`src/rtl/ram_fifo_ctrl_if.sv`:
```
// Push/pop stream handshake bundle for ram_fifo_ctrl.
//   in_valid/in_data/in_ready    : upstream push, accepted when in_valid & in_ready
//   out_valid/out_data/out_ready : show-ahead head word, popped when out_valid & out_ready
// master: the producer/consumer side; slave: the FIFO controller side.
interface ram_fifo_ctrl_if #(
  parameter int DATA_W = 32
);
  logic              in_valid;
  logic [DATA_W-1:0] in_data;
  logic              in_ready;
  logic              out_valid;
  logic [DATA_W-1:0] out_data;
  logic              out_ready;

  modport master (
    output in_valid, in_data, out_ready,
    input  in_ready, out_valid, out_data
  );

  modport slave (
    input  in_valid, in_data, out_ready,
    output in_ready, out_valid, out_data
  );
endinterface

```
`src/rtl/ram_fifo_ctrl.sv`:
```
// FIFO controller around an external RAM with RD_LAT-cycle read latency.
// Words are written straight into the RAM, read back once they are visible,
// and collected in a small show-ahead output buffer.
//   clk, rst         : clock, asynchronous active-high reset
//   stream (slave)   : push/pop handshake (in_*/out_*)
//   ram_we/waddr/din : RAM write port
//   ram_re/raddr     : RAM read request
//   ram_dout/perr    : RAM read data and parity flag, RD_LAT cycles after ram_re
//   count            : words accepted and not yet popped
//   perr_sticky      : set when a captured word carried a parity error
module ram_fifo_ctrl #(
  parameter int ADDR_W = 4,
  parameter int DATA_W = 32,
  parameter int RD_LAT = 2
) (
  input  logic              clk,
  input  logic              rst,
  ram_fifo_ctrl_if.slave    stream,
  output logic              ram_we,
  output logic [ADDR_W-1:0] ram_waddr,
  output logic [DATA_W-1:0] ram_din,
  output logic [ADDR_W-1:0] ram_raddr,
  output logic              ram_re,
  input  logic [DATA_W-1:0] ram_dout,
  input  logic              ram_perr,
  output logic [ADDR_W:0]   count,
  output logic              perr_sticky
);
  localparam int DEPTH  = 1 << ADDR_W;
  localparam int CNT_W  = ADDR_W + 1;
  localparam int BUF_N  = RD_LAT + 1;
  localparam int PTR_W  = $clog2(BUF_N);
  localparam int BCNT_W = 2;
  localparam int OCC_W  = 3;

  generate
    if (RD_LAT != 1 && RD_LAT != 2) begin : g_bad_rd_lat
      $error("ram_fifo_ctrl: RD_LAT must be 1 or 2");
    end
  endgenerate

  logic [ADDR_W-1:0] wptr, rptr;
  logic [CNT_W-1:0]  ram_cnt, avail, count_q;
  logic              full;
  logic [RD_LAT-1:0] vis_dly, infl;
  logic [DATA_W-1:0] buf_mem [BUF_N];
  logic [PTR_W-1:0]  bwp, brp;
  logic [BCNT_W-1:0] buf_cnt;
  logic              perr_q;

  logic              push, pop, rd_go, land, vis_out;
  logic [CNT_W-1:0]  ram_cnt_nxt, avail_nxt, count_nxt;
  logic [OCC_W-1:0]  infl_cnt, occ;

  function automatic logic [PTR_W-1:0] bump(input logic [PTR_W-1:0] p);
    return (p == PTR_W'(BUF_N - 1)) ? '0 : p + PTR_W'(1);
  endfunction

  assign push    = stream.in_valid & stream.in_ready;
  assign pop     = stream.out_valid & stream.out_ready;
  assign land    = infl[RD_LAT-1];
  assign vis_out = vis_dly[RD_LAT-1];

  assign stream.in_ready  = ~full & ~rst;
  assign stream.out_valid = (buf_cnt != '0);
  assign stream.out_data  = buf_mem[brp];

  assign ram_we      = push;
  assign ram_waddr   = wptr;
  assign ram_din     = stream.in_data;
  assign ram_re      = rd_go;
  assign ram_raddr   = rptr;
  assign count       = count_q;
  assign perr_sticky = perr_q;

  always_comb begin
    infl_cnt = '0;
    for (int unsigned i = 0; i < RD_LAT; i++) begin
      infl_cnt = infl_cnt + OCC_W'(infl[i]);
    end
    // Occupancy is taken after this cycle's pop so a read can issue every
    // cycle while the consumer drains; buffer + in-flight never exceeds BUF_N.
    occ = OCC_W'(buf_cnt) + infl_cnt - OCC_W'(pop);
    // A word leaving the visibility delay this cycle is readable right away.
    rd_go = ((avail != '0) || vis_out) && (occ < OCC_W'(BUF_N));
    ram_cnt_nxt = ram_cnt + CNT_W'(push) - CNT_W'(rd_go);
    avail_nxt   = avail + CNT_W'(vis_out) - CNT_W'(rd_go);
    count_nxt   = count_q + CNT_W'(push) - CNT_W'(pop);
  end

  always_ff @(posedge clk or posedge rst) begin
    if (rst) begin
      wptr    <= '0;
      rptr    <= '0;
      ram_cnt <= '0;
      avail   <= '0;
      count_q <= '0;
      full    <= 1'b0;
      vis_dly <= '0;
      infl    <= '0;
      bwp     <= '0;
      brp     <= '0;
      buf_cnt <= '0;
      perr_q  <= 1'b0;
      for (int unsigned i = 0; i < BUF_N; i++) begin
        buf_mem[i] <= '0;
      end
    end else begin
      if (push)  wptr <= wptr + ADDR_W'(1);
      if (rd_go) rptr <= rptr + ADDR_W'(1);
      ram_cnt <= ram_cnt_nxt;
      full    <= (ram_cnt_nxt == CNT_W'(DEPTH));
      avail   <= avail_nxt;
      count_q <= count_nxt;
      vis_dly <= (vis_dly << 1) | RD_LAT'(push);
      infl    <= (infl << 1) | RD_LAT'(rd_go);
      if (land) begin
        buf_mem[bwp] <= ram_dout;
        bwp          <= bump(bwp);
        if (ram_perr) perr_q <= 1'b1;
      end
      if (pop) brp <= bump(brp);
      buf_cnt <= buf_cnt + BCNT_W'(land) - BCNT_W'(pop);
    end
  end
endmodule

```
`src/flat_wrapper.sv`:
```
// flat-port wrapper written by rule: the top's interface ports become plain ports
module ram_fifo_ctrl_flat 
#(
  parameter int ADDR_W = 4,
  parameter int DATA_W = 32,
  parameter int RD_LAT = 2
)
  (clk, rst, ram_we, ram_waddr, ram_din, ram_raddr, ram_re, ram_dout, ram_perr, count, perr_sticky, stream_in_valid, stream_in_data, stream_out_ready, stream_in_ready, stream_out_valid, stream_out_data);
  ram_fifo_ctrl_if #(.DATA_W(DATA_W)) stream_i ();
  input  logic clk;
  input  logic rst;
  output logic ram_we;
  output logic [ADDR_W-1:0] ram_waddr;
  output logic [DATA_W-1:0] ram_din;
  output logic [ADDR_W-1:0] ram_raddr;
  output logic ram_re;
  input  logic [DATA_W-1:0] ram_dout;
  input  logic ram_perr;
  output logic [ADDR_W:0] count;
  output logic perr_sticky;
  input wire logic [$bits(stream_i.in_valid)-1:0] stream_in_valid;
  input wire logic [$bits(stream_i.in_data)-1:0] stream_in_data;
  input wire logic [$bits(stream_i.out_ready)-1:0] stream_out_ready;
  output wire logic [$bits(stream_i.in_ready)-1:0] stream_in_ready;
  output wire logic [$bits(stream_i.out_valid)-1:0] stream_out_valid;
  output wire logic [$bits(stream_i.out_data)-1:0] stream_out_data;
  assign stream_i.in_valid = stream_in_valid;
  assign stream_i.in_data = stream_in_data;
  assign stream_i.out_ready = stream_out_ready;
  assign stream_in_ready = stream_i.in_ready;
  assign stream_out_valid = stream_i.out_valid;
  assign stream_out_data = stream_i.out_data;
  ram_fifo_ctrl #(.ADDR_W(ADDR_W), .DATA_W(DATA_W), .RD_LAT(RD_LAT)) u_core (.clk(clk), .rst(rst), .stream(stream_i), .ram_we(ram_we), .ram_waddr(ram_waddr), .ram_din(ram_din), .ram_raddr(ram_raddr), .ram_re(ram_re), .ram_dout(ram_dout), .ram_perr(ram_perr), .count(count), .perr_sticky(perr_sticky));
endmodule
```
`config.mk`:
```
export PLATFORM = sky130hd
export DESIGN_NAME = ram_fifo_ctrl_flat
export DESIGN_NICKNAME = d
export VERILOG_FILES = /design/src/rtl/ram_fifo_ctrl_if.sv /design/src/rtl/ram_fifo_ctrl.sv /design/src/flat_wrapper.sv
export SDC_FILE = /design/constraint.sdc
export NUM_CORES = 1
export LEC_CHECK = 0
export CAP_MARGIN = 20
export CORE_ASPECT_RATIO = 1.75
export CORE_MARGIN = 2
export CORE_UTILIZATION = 25
export CTS_CLUSTER_SIZE = 8
export DETAILED_ROUTE_END_ITERATION = 6
export PLACE_DENSITY = 0.5
export SETUP_SLACK_MARGIN = 0.3
export SYNTH_ARGS = -nofsm -noshare
export SYNTH_HDL_FRONTEND = slang
export SYNTH_SLANG_ARGS = --single-unit
```
`constraint.sdc`:
```
create_clock -name clk -period 3.6 [get_ports clk]
set_input_delay 0.36 -clock clk [delete_from_list [all_inputs] [get_ports clk]]
set_output_delay 0.36 -clock clk [all_outputs]
set_load 0.005 [all_outputs]
```
### Floorplan with the power grid, run 1

Bar = 20 um. Pins as bars on the die edge.
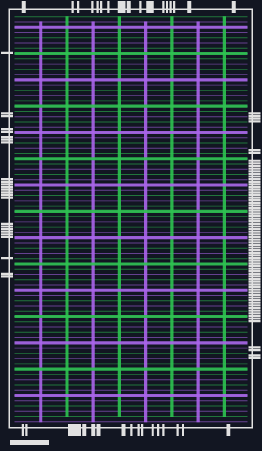
VDD -> green
VSS -> purple
met5 straps = 15
met1 rails = 78
rows = 77

### Placed cells, one color a class, run 1

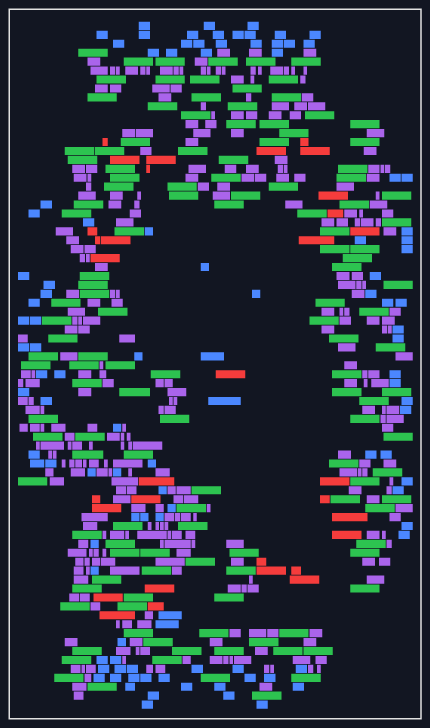
remaining logic cells -> purple  # cells 312
remaining buffers and delay cells -> blue  # cells 106
registers -> green  # cells 131
clock drivers and dummy loads -> red  # cells 32

==> metrics.cfg, run 1 <==
[status]
status=completed

[global_route]
top_usage_layer=met2
use_met1=0.1204
grt_pass1_wl_um=23960
overflow=0
grt_pass1_vias=4334
track_usage=0.1154
grtUsageMet2=0.2095
antenna_found_initial=0
grt_use_met3=0.03371
grt_max_degree=82

[layout]
instances_no_fill=897
lay_top_count=dfrtp_1
final_net_count=662
areaGrowthSynthToFinish_pct=28.54
stdcell_area_mm2=0.008227
utilization=0.3259
largest_reg_flops=96
antenna_cells=0
drive_gt1_frac=0.3098
most-common-layout-cells=129 x dfrtp_1, 84 x clkdlybuf4s50_1, 69 x mux2_2
largest-register=u_core.buf_mem

[clock_tree]
cts_made_buffers=17
clkSinkCount=131
htreeDepth=4
clockBufferDepth=2
clkLatencyLatePin_ps=430
cts-root-buf=clkbuf_16
clk_pin_slew_ps=60
cts_tree=done

[worst_setup_path]
cp_cell_sequence=ha_4 -> ha_2 -> inv_2 -> fa_2 -> nor2b_2 -> a211oi_2 -> buf_4 -> ha_4 -> inv_2 -> ha_4 -> inv_2 -> fa_2 -> inv_2 -> a21oi_2 -> o21bai_1 -> xnor2_1
regToRegEndpoint=u_core.avail[4]$_DFF_PP0_
crit_path_end_kind=flop
reg2reg_slack_ps=430
regToRegStartpoint=u_core.infl[0]$_DFF_PP0_
worst_path_largest_cell_delay_ps=560
start_kind=flop
critPathMostFrequentCell=inv_2
critical_path_buf_inv_count=5
path_max_fanout=2
critical_path_arrival_ps=3520
critPathRequiredTime_ps=3940
cp_slowest_cell=fa_2
worstRegToRegCells=16
crit_family=adder cells
path_class=reg -> reg

[worst_hold_path]
hold_path_end=u_core.vis_dly[1]$_DFF_PP0_
hold_path_class=reg -> reg
hp-start=u_core.vis_dly[0]$_DFF_PP0_
hold_depth=0

[die]
fp_util=0.2535
io_pins=151
die_w_um=124.9
die_area_mm2=0.02695
rows=77
fp.dieH_um=215.7
core_mm2=0.02524

[yosys]
synthCells=497
yosys.area.top_type=dfrtp_1
yosysTopAreaCellShare=0.5122
avgSynthCellArea_um2=12.88
floorplan.nets=591
synth.area.top_cells=dfrtp_1 51%, mux2_2 12%, mux2_4 7.0%
netlist_top_cells_count=131 x dfrtp_1, 69 x mux2_2, 39 x nand2_1, 33 x buf_4, 33 x mux2i_1
synth_flop_count=131
syn-cell-area_mm2=0.006400
ys.flop_type=dfrtp_1
yosys.cell_types.count=34
async_reset_ff_frac=1.000
edf_count=0
yosys_area_mm2=0.006400
synth_seq_share=0.5122
synth_warnings=0
yosys.cell_count.top_type=dfrtp_1
yosys-stat-cells=497

[routing]
dr_wl_met3_um=574
dr.pass1.iters=4
wl_met2_um=8301
drt-met1-wl_um=5706
drtIter0Drc=153
viasPerCell=4.396
wire_per_inst_um=16.78
top_layer=met4
detail-route-antenna-nets=0
finalWirelength_um=15050
vias=3943
drc=0

[placement]
hpwl_um=9713
placed_cell_area_mm2=0.007461
placed_cells=859
gp_congestion=0.7168
pre_cts_ws_ps=-23.95
io_buffers=86

[final_timing]
worst_slack_ps=426.8
hold_violations=0
max_freq_ghz=0.3151
finalHoldWorstSlack_ps=362.4
period_minus_slack_ps=3173
slew_headroom=0.4229
rsz0062_at_grt=yes
finClkSkew_ps=8.349
worstMarginPinSlew_ps=862.8
setup_violations=0
final_max_slew_viol_count=0
period_used_share=0.8814
finalSetupTns_ps=0

[power_and_ir_drop]
fin_total_pwr_mw=9.161
leakagePower_nw=3.581
ir_drop_v=0.0004059
power.density_mw_per_mm2=1114

[job]
warnings=28
drv_cap=0

### Clock distribution, run 1

Bar = 20 um.
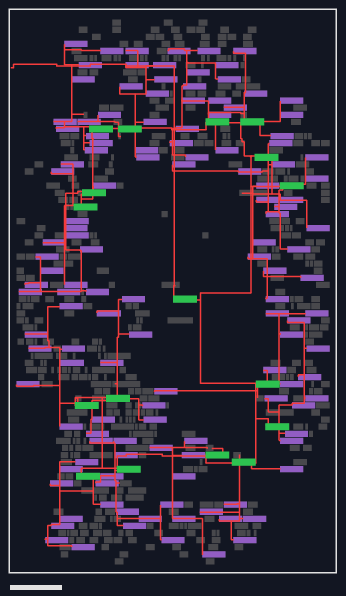
clock wires -> red  # length 2160 um
flip-flops -> purple  # count 131
clock-net drivers -> green  # count 17
routed clock nets = 18
flops lie = widely spread

==> run 1: cell type report <==
| cell class | instances | area [um^2] |
|---|---|---|
| flip-flops and latches | 131 | 3281 |
| repair buffers | 106 | 1070 |
| multi-input cells | 284 | 2735 |
| fillers | 2503 | 17020 |
| clock inverters | 12 | 180.2 |
| well taps | 316 | 395.4 |
| clock buffers | 20 | 456.7 |
| inverters | 28 | 108.9 |
==> run 1: how the worst max path moves through the flow <==
stage	start	endpoint	slack, ps	depth (start not counted)
floorplan	u_core.infl[0]$_DFF_PP0_	u_core.full$_DFF_PP0_	310	14
global route	u_core.buf_cnt[0]$_DFF_PP0_	u_core.avail[4]$_DFF_PP0_	260	17
CTS	u_core.infl[0]$_DFF_PP0_	u_core.avail[4]$_DFF_PP0_	300	16
finish	u_core.infl[0]$_DFF_PP0_	u_core.avail[4]$_DFF_PP0_	430	16
detailed placement	stream_out_ready	u_core.avail[4]$_DFF_PP0_	-20	18
global placement	stream_out_ready	u_core.avail[4]$_DFF_PP0_	60	18
==> run 1: where the power goes <==
part,leakage (nW),internal (mW),switching [mW]
registers,1.53,2.26,0.490
logic,1.74,2.66,1.87
clock network,0.306,1.20,0.680
total,3.58,6.12,3.04
==> run 1: repair_timing <==
item,CTS,global route
endpoints found under the setup margin,1,3
hold buffers,0,0
pin swaps,1,12
gates resized,1,20
buffers inserted,0,6
hold endpoints to repair,0,0
==> run 1: kinds of logic (layout without fill, tap and decap cells) <==
family | count (synthesis) | count (layout) | share of synthesized area
adder cells (fa/ha/maj) | 25 | 25 | 0.05357
XOR/XNOR | 22 | 22 | 0.03011
buffers and inverters | 82 | 166 | 0.07820
multiplexers | 132 | 132 | 0.2434
AND/OR/NAND/NOR | 56 | 56 | 0.03969
flip-flops | 131 | 131 | 0.5122
AND-OR/OR-AND | 49 | 49 | 0.04281
### Signal wires by layer, run 1

Bar = 20 um.
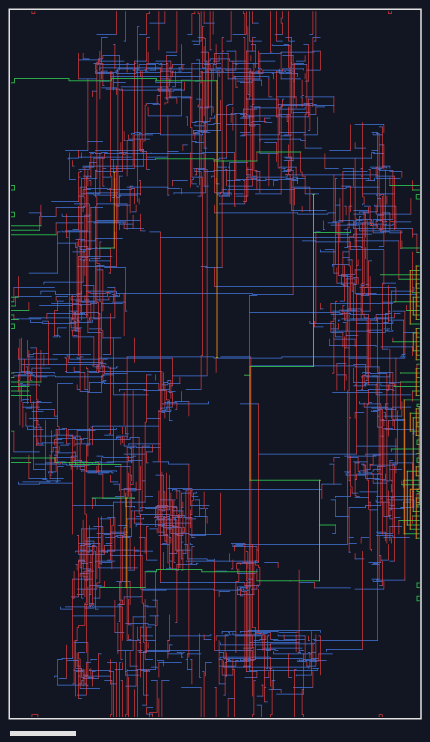

## Run 2: what changed since run 1
--- a/config.mk
+++ b/config.mk
@@ -11,8 +11,10 @@
 export CORE_UTILIZATION = 25
 export CTS_CLUSTER_SIZE = 8
 export DETAILED_ROUTE_END_ITERATION = 6
-export PLACE_DENSITY = 0.5
+export DONT_BUFFER_PORTS = 1
+export PLACE_DENSITY = 0.43
 export SETUP_SLACK_MARGIN = 0.3
+export SKIP_CTS_REPAIR_TIMING = 1
 export SYNTH_ARGS = -nofsm -noshare
 export SYNTH_HDL_FRONTEND = slang
 export SYNTH_SLANG_ARGS = --single-unit
### Signal wires by layer, run 2

Bar = 20 um.
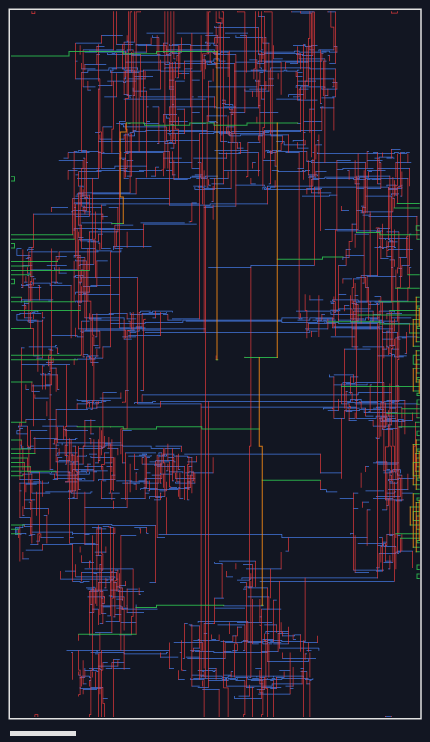
M1 -> blue  # wire length 5570 um
M2 -> red  # wire length 7550 um
M4 -> orange  # wire length 407 um
M3 -> green  # wire length 789 um
Via Count: 3571
drt wl/cell: 17.69 um

### Clock distribution, run 2

Bar = 20 um.
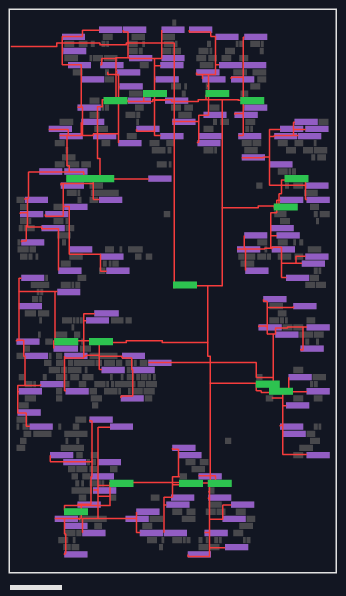
clock wires -> red  # length 2090 um
flip-flops -> purple  # count 131
clock-net drivers -> green  # count 17
routed clock nets = 18
flops lie = widely spread
Clk pwr share: 0.225
P_clk: 1.81 mW
Fin Clk Skew: 11.22 ps

==> metrics.cfg, run 2 <==
[worst_setup_path]
crit_path_end_kind=flop
worstRegToRegCells=15
path_class=reg -> reg
cp_slowest_cell=fa_2
regToRegStartpoint=u_core.infl[0]$_DFF_PP0_
critical_path_arrival_ps=3570
cp-startpoint=u_core.infl[0]$_DFF_PP0_
reg2reg_slack_ps=390
regToRegEndpoint=u_core.full$_DFF_PP0_
worst_path_largest_cell_delay_ps=560
crit_family=adder cells
critical_path_buf_inv_count=3
path_max_fanout=4
start_kind=flop
critPathRequiredTime_ps=3960
cp_cell_sequence=ha_1 -> ha_2 -> inv_2 -> fa_2 -> nor2b_2 -> a211oi_2 -> buf_4 -> ha_4 -> inv_2 -> ha_4 -> fa_2 -> a21o_1 -> a21oi_2 -> xnor2_1 -> and3b_1

[final_timing]
period_minus_slack_ps=3208
setup_violations=0
worstMarginPinSlew_ps=1042
slew_headroom=0.3036
max_freq_ghz=0.3117
finalSetupTns_ps=0
final_max_slew_viol_count=0
rsz0062_at_grt=yes
period_used_share=0.8911
hold_violations=0

[placement]
io_buffers=0
gp_congestion=0.7352
placed_cell_area_mm2=0.006540
hpwl_um=9075

[yosys]
netlist_top_cells_count=131 x dfrtp_1, 69 x mux2_2, 39 x nand2_1, 33 x buf_4, 33 x mux2i_1
edf_count=0
yosys_area_mm2=0.006400
yosys-stat-cells=497
syn-cell-area_mm2=0.006400
yosys.cell_types.count=34
yosysTopAreaCellShare=0.5122
synth_flop_count=131
async_reset_ff_frac=1.000
synthCells=497
ys.flop_type=dfrtp_1
floorplan.nets=591
yosys.cell_count.top_type=dfrtp_1
yosys.area.top_type=dfrtp_1
synth_warnings=0
avgSynthCellArea_um2=12.88
synth_seq_share=0.5122
synth.area.top_cells=dfrtp_1 51%, mux2_2 12%, mux2_4 7.0%

[die]
core_mm2=0.02524
fp_util=0.2535
die_area_mm2=0.02695
rows=77
io_pins=151
die_w_um=124.9
fp.dieH_um=215.7

[power_and_ir_drop]
maxPowerGroup=combinational logic
power.density_mw_per_mm2=1109
internal_power_mw=5.219
ir_drop_v=0.0003832
p_seq_mw=2.75
p_sw_frac=0.3504
pwr-share-seq=0.343
p_comb_mw=3.47
combPwrFrac=0.432
switchingPower_mw=2.815
leakagePower_nw=3.194

[job]
drv_cap=0
warnings=28

[status]
status=completed

[routing]
drc=0
viasPerCell=4.414
detail-route-antenna-nets=0
drtIter0Drc=97
finalWirelength_um=14310
dr.pass1.iters=4

[worst_hold_path]
hold_depth=1
hold_path_end=u_core.perr_sticky$_DFFE_PP0P_
hold_path_class=in -> reg
hp-start=ram_perr

[global_route]
grt_max_degree=70
grt_pass1_vias=4021
antenna_found_initial=0
overflow=0
track_usage=0.1123
grt_pass1_wl_um=22760

[clock_tree]
cts_made_buffers=17
cts_tree=done
cts-root-buf=clkbuf_16
clockBufferDepth=2
clkSinkCount=131
clkLatencyLatePin_ps=430
clk_pin_slew_ps=60
htreeDepth=4

[layout]
largest-register=u_core.buf_mem
final_net_count=574
lay_top_count=dfrtp_1
n_fill_cell=2594
most-common-layout-cells=129 x dfrtp_1, 69 x mux2_2, 39 x nand2_1
largest_reg_flops=96
utilization=0.2871
areaGrowthSynthToFinish_pct=13.24
stdcell_area_mm2=0.007247
drive_gt1_frac=0.3489
antenna_cells=0

run 2: cells by family after synthesis:
logic type               count (synthesis)  synth area share
flip-flops                             131            0.5122
buffers and inverters                   82           0.07820
AND-OR/OR-AND                           49           0.04281
AND/OR/NAND/NOR                         56           0.03969
XOR/XNOR                                22           0.03011
multiplexers                           132            0.2434
adder cells (fa/ha/maj)                 25           0.05357
run 2: cell type report:
| cell class | count | area (um^2) | share of cell area |
|---|---|---|---|
| multi-input cells | 284 | 2691 | 0.3714 |
| repair buffers | 18 | 150.1 | 0.02072 |
| clock inverters | 12 | 153.9 | 0.02124 |
| flip-flops and latches | 131 | 3281 | 0.4527 |
| inverters | 28 | 108.9 | 0.01502 |
| well taps | 316 | 395.4 | 0.05456 |
| clock buffers | 20 | 466.7 | 0.06440 |
run 2: worst max-delay path by stage:
stage	slack, ps	to	cells after the start
floorplan	310	u_core.full$_DFF_PP0_	14
global placement	360	u_core.full$_DFF_PP0_	14
detailed placement	280	u_core.full$_DFF_PP0_	14
CTS	260	u_core.full$_DFF_PP0_	14
global route	260	u_core.avail[4]$_DFF_PP0_	16
finish	390	u_core.full$_DFF_PP0_	15
run 2: routing by layer:
layer,global-route usage,part of all wire
met1,0.1179,0.39
met2,0.1953,0.53
met3,0.04189,0.055
met4,0.05852,0.028
met5,0,0
run 2: through the flow:
| stage | cells | hold slack, ps | power [mW] | worst slack (ps) |
|---|---|---|---|---|
| after floorplan | 497 | 331.2 | 5.326 | 313.7 |
| after global placement | 771 | 338.4 | 5.979 | 363.9 |
| after detailed placement | 771 | 336.4 | 6.156 | 277.2 |
| after CTS | 803 | -123.4 | 8.045 | 264.4 |
| after global routing | 809 | 19.20 | 8.707 | 256.7 |
| final | 809 | 56.56 | 8.033 | 392.1 |
### Floorplan with the power grid, run 2

Bar = 20 um. Pins as bars on the die edge.
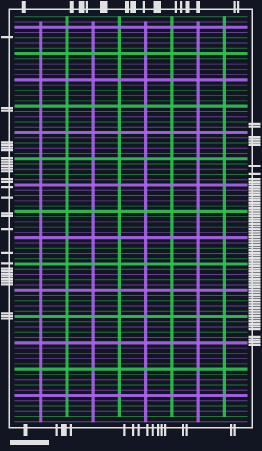

## Run 3: what changed since run 2
--- a/config.mk
+++ b/config.mk
@@ -13,7 +13,7 @@
 export DETAILED_ROUTE_END_ITERATION = 6
 export DONT_BUFFER_PORTS = 1
 export PLACE_DENSITY = 0.43
-export SETUP_SLACK_MARGIN = 0.3
+export SETUP_SLACK_MARGIN = 0.05
 export SKIP_CTS_REPAIR_TIMING = 1
 export SYNTH_ARGS = -nofsm -noshare
 export SYNTH_HDL_FRONTEND = slang
### Floorplan with the power grid, run 3

Bar = 20 um. Pins as bars on the die edge.
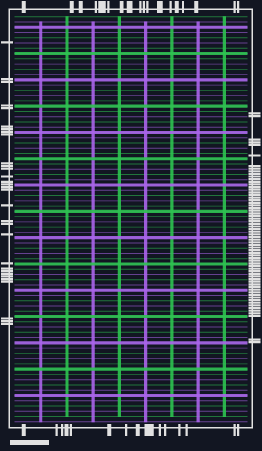
VDD -> green
VSS -> purple
met5 straps = 15
signal pins = 151
met1 rails = 78
met4 straps = 8
Die Width: 124.9 um
maximum vdd drop: 0.0006627 V

==> metrics.cfg, run 3 <==
[final_timing]
finalSetupTns_ps=0
final_max_slew_viol_count=0
slew_headroom=0.3161
max_freq_ghz=0.2975
hold_violations=0
rsz0062_at_grt=yes
period_minus_slack_ps=3361
worstMarginPinSlew_ps=1024
setup_violations=0
finClkSkew_ps=9.819

[power_and_ir_drop]
pwr-share-seq=0.348
leakagePower_nw=3.188
maxPowerGroup=combinational logic
combPwrFrac=0.418
p_sw_frac=0.3435
p_comb_mw=3.31
switchingPower_mw=2.719
power.density_mw_per_mm2=1101
internal_power_mw=5.197

[layout]
final_net_count=569
largest_reg_flops=96
n_fill_cell=2594
largest-register=u_core.buf_mem
lay_top_count=dfrtp_1
antenna_cells=0
utilization=0.2848
most-common-layout-cells=129 x dfrtp_1, 69 x mux2_2, 39 x nand2_1

[yosys]
floorplan.nets=591
yosysTopAreaCellShare=0.5122
synth_seq_share=0.5122
ys.flop_type=dfrtp_1
yosys-stat-cells=497
yosys.area.top_type=dfrtp_1
avgSynthCellArea_um2=12.88
edf_count=0
yosys.cell_types.count=34
synth_flop_count=131
async_reset_ff_frac=1.000
netlist_top_cells_count=131 x dfrtp_1, 69 x mux2_2, 39 x nand2_1, 33 x buf_4, 33 x mux2i_1
syn-cell-area_mm2=0.006400
synth.area.top_cells=dfrtp_1 51%, mux2_2 12%, mux2_4 7.0%

[worst_setup_path]
cp_slowest_cell=fa_1
crit_family=adder cells
start_kind=flop
critical_path_arrival_ps=3710
critical_path_depth=16
path_class=reg -> reg
critical_path_buf_inv_count=5
worstRegToRegCells=16
worst_path_largest_cell_delay_ps=450

[clock_tree]
clk_pin_slew_ps=60
clkSinkCount=131
clockBufferDepth=2
cts_tree=done
cts_made_buffers=17
cts-root-buf=clkbuf_16
htreeDepth=4

[routing]
dr.pass1.iters=4
viasPerCell=4.423
detail-route-antenna-nets=0
finalWirelength_um=13970
wl_met2_um=7373
drt-met1-wl_um=5518
wire_per_inst_um=17.40
top_layer=met4
drtIter0Drc=123
drc=0
dr_wl_met3_um=713

[job]
warnings=28
drv_cap=0

[global_route]
use_met1=0.1181
grt_max_degree=70
grt_pass1_wl_um=22730
antenna_found_initial=0
grt_use_met3=0.04016
top_usage_layer=met2

[worst_hold_path]
hold_path_class=in -> reg
hold_depth=1

[die]
io_pins=151
fp_util=0.2535
core_mm2=0.02524

[placement]
io_buffers=0
hpwl_um=9126
gp_congestion=0.7347

[status]
status=completed

### Placed cells, one color a class, run 3

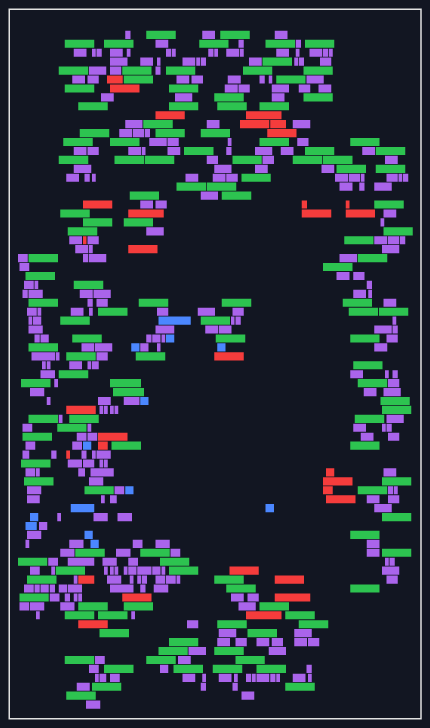
remaining buffers and delay cells -> blue  # cells 13
clock drivers and dummy loads -> red  # cells 31
remaining logic cells -> purple  # cells 312
registers -> green  # cells 131

## run 3: logic make-up after synthesis
group,Yosys count,share of synthesized area
and+or+nand+nor,56,0.03969
buffers and inverters,82,0.07820
AOI/OAI and AO/OA,49,0.04281
adders and majority gates,25,0.05357
xor gates and xnor gates,22,0.03011
DFF,131,0.5122
muxes,132,0.2434
## run 3: area by class of cell
class                           instances  area (um^2)  share of cell area
Clock inverter                          8        150.1             0.02088
Inverter                               28        108.9             0.01514
Clock buffer                           23        478.0             0.06648
Tap cell                              316        395.4             0.05499
Timing Repair Buffer                   13        132.6             0.01845
Sequential cell                       131         3281              0.4563
Multi-Input combinational cell        284         2644              0.3677
## run 3: final timing paths
check | start | end | slack [ps]
max | u_core.infl[0]$_DFF_PP0_ | u_core.avail[4]$_DFF_PP0_ | 240
min | ram_perr | u_core.perr_sticky$_DFFE_PP0P_ | 50
max reg2reg | u_core.infl[0]$_DFF_PP0_ | u_core.avail[4]$_DFF_PP0_ | 240
min reg2reg | u_core.vis_dly[0]$_DFF_PP0_ | u_core.vis_dly[1]$_DFF_PP0_ | 380
max in group asynchronous | rst | u_core.buf_mem[32]$_DFFE_PP0P_ | 2210
min in group asynchronous | rst | u_core.ram_cnt[4]$_DFF_PP0_ | 500
## run 3: per-stage QoR
stage | hold slack, ps | std cells | instance area, um^2 | worst slack, ps | power [mW]
2_1_floorplan | 331.2 | 497 | 6404 | 193.8 | 5.299
3_3_place_gp | 343.3 | 769 | 6514 | 349.7 | 5.931
3_5_place_dp | 361.4 | 769 | 6514 | 207.5 | 6.134
4_1_cts | -117.3 | 800 | 7142 | 191.6 | 8.067
5_1_grt | 22.84 | 803 | 7189 | 28.70 | 8.583
6_report | 51.39 | 803 | 7189 | 238.6 | 7.915
No activity file was given, so power comes from the tool's default toggle rates.
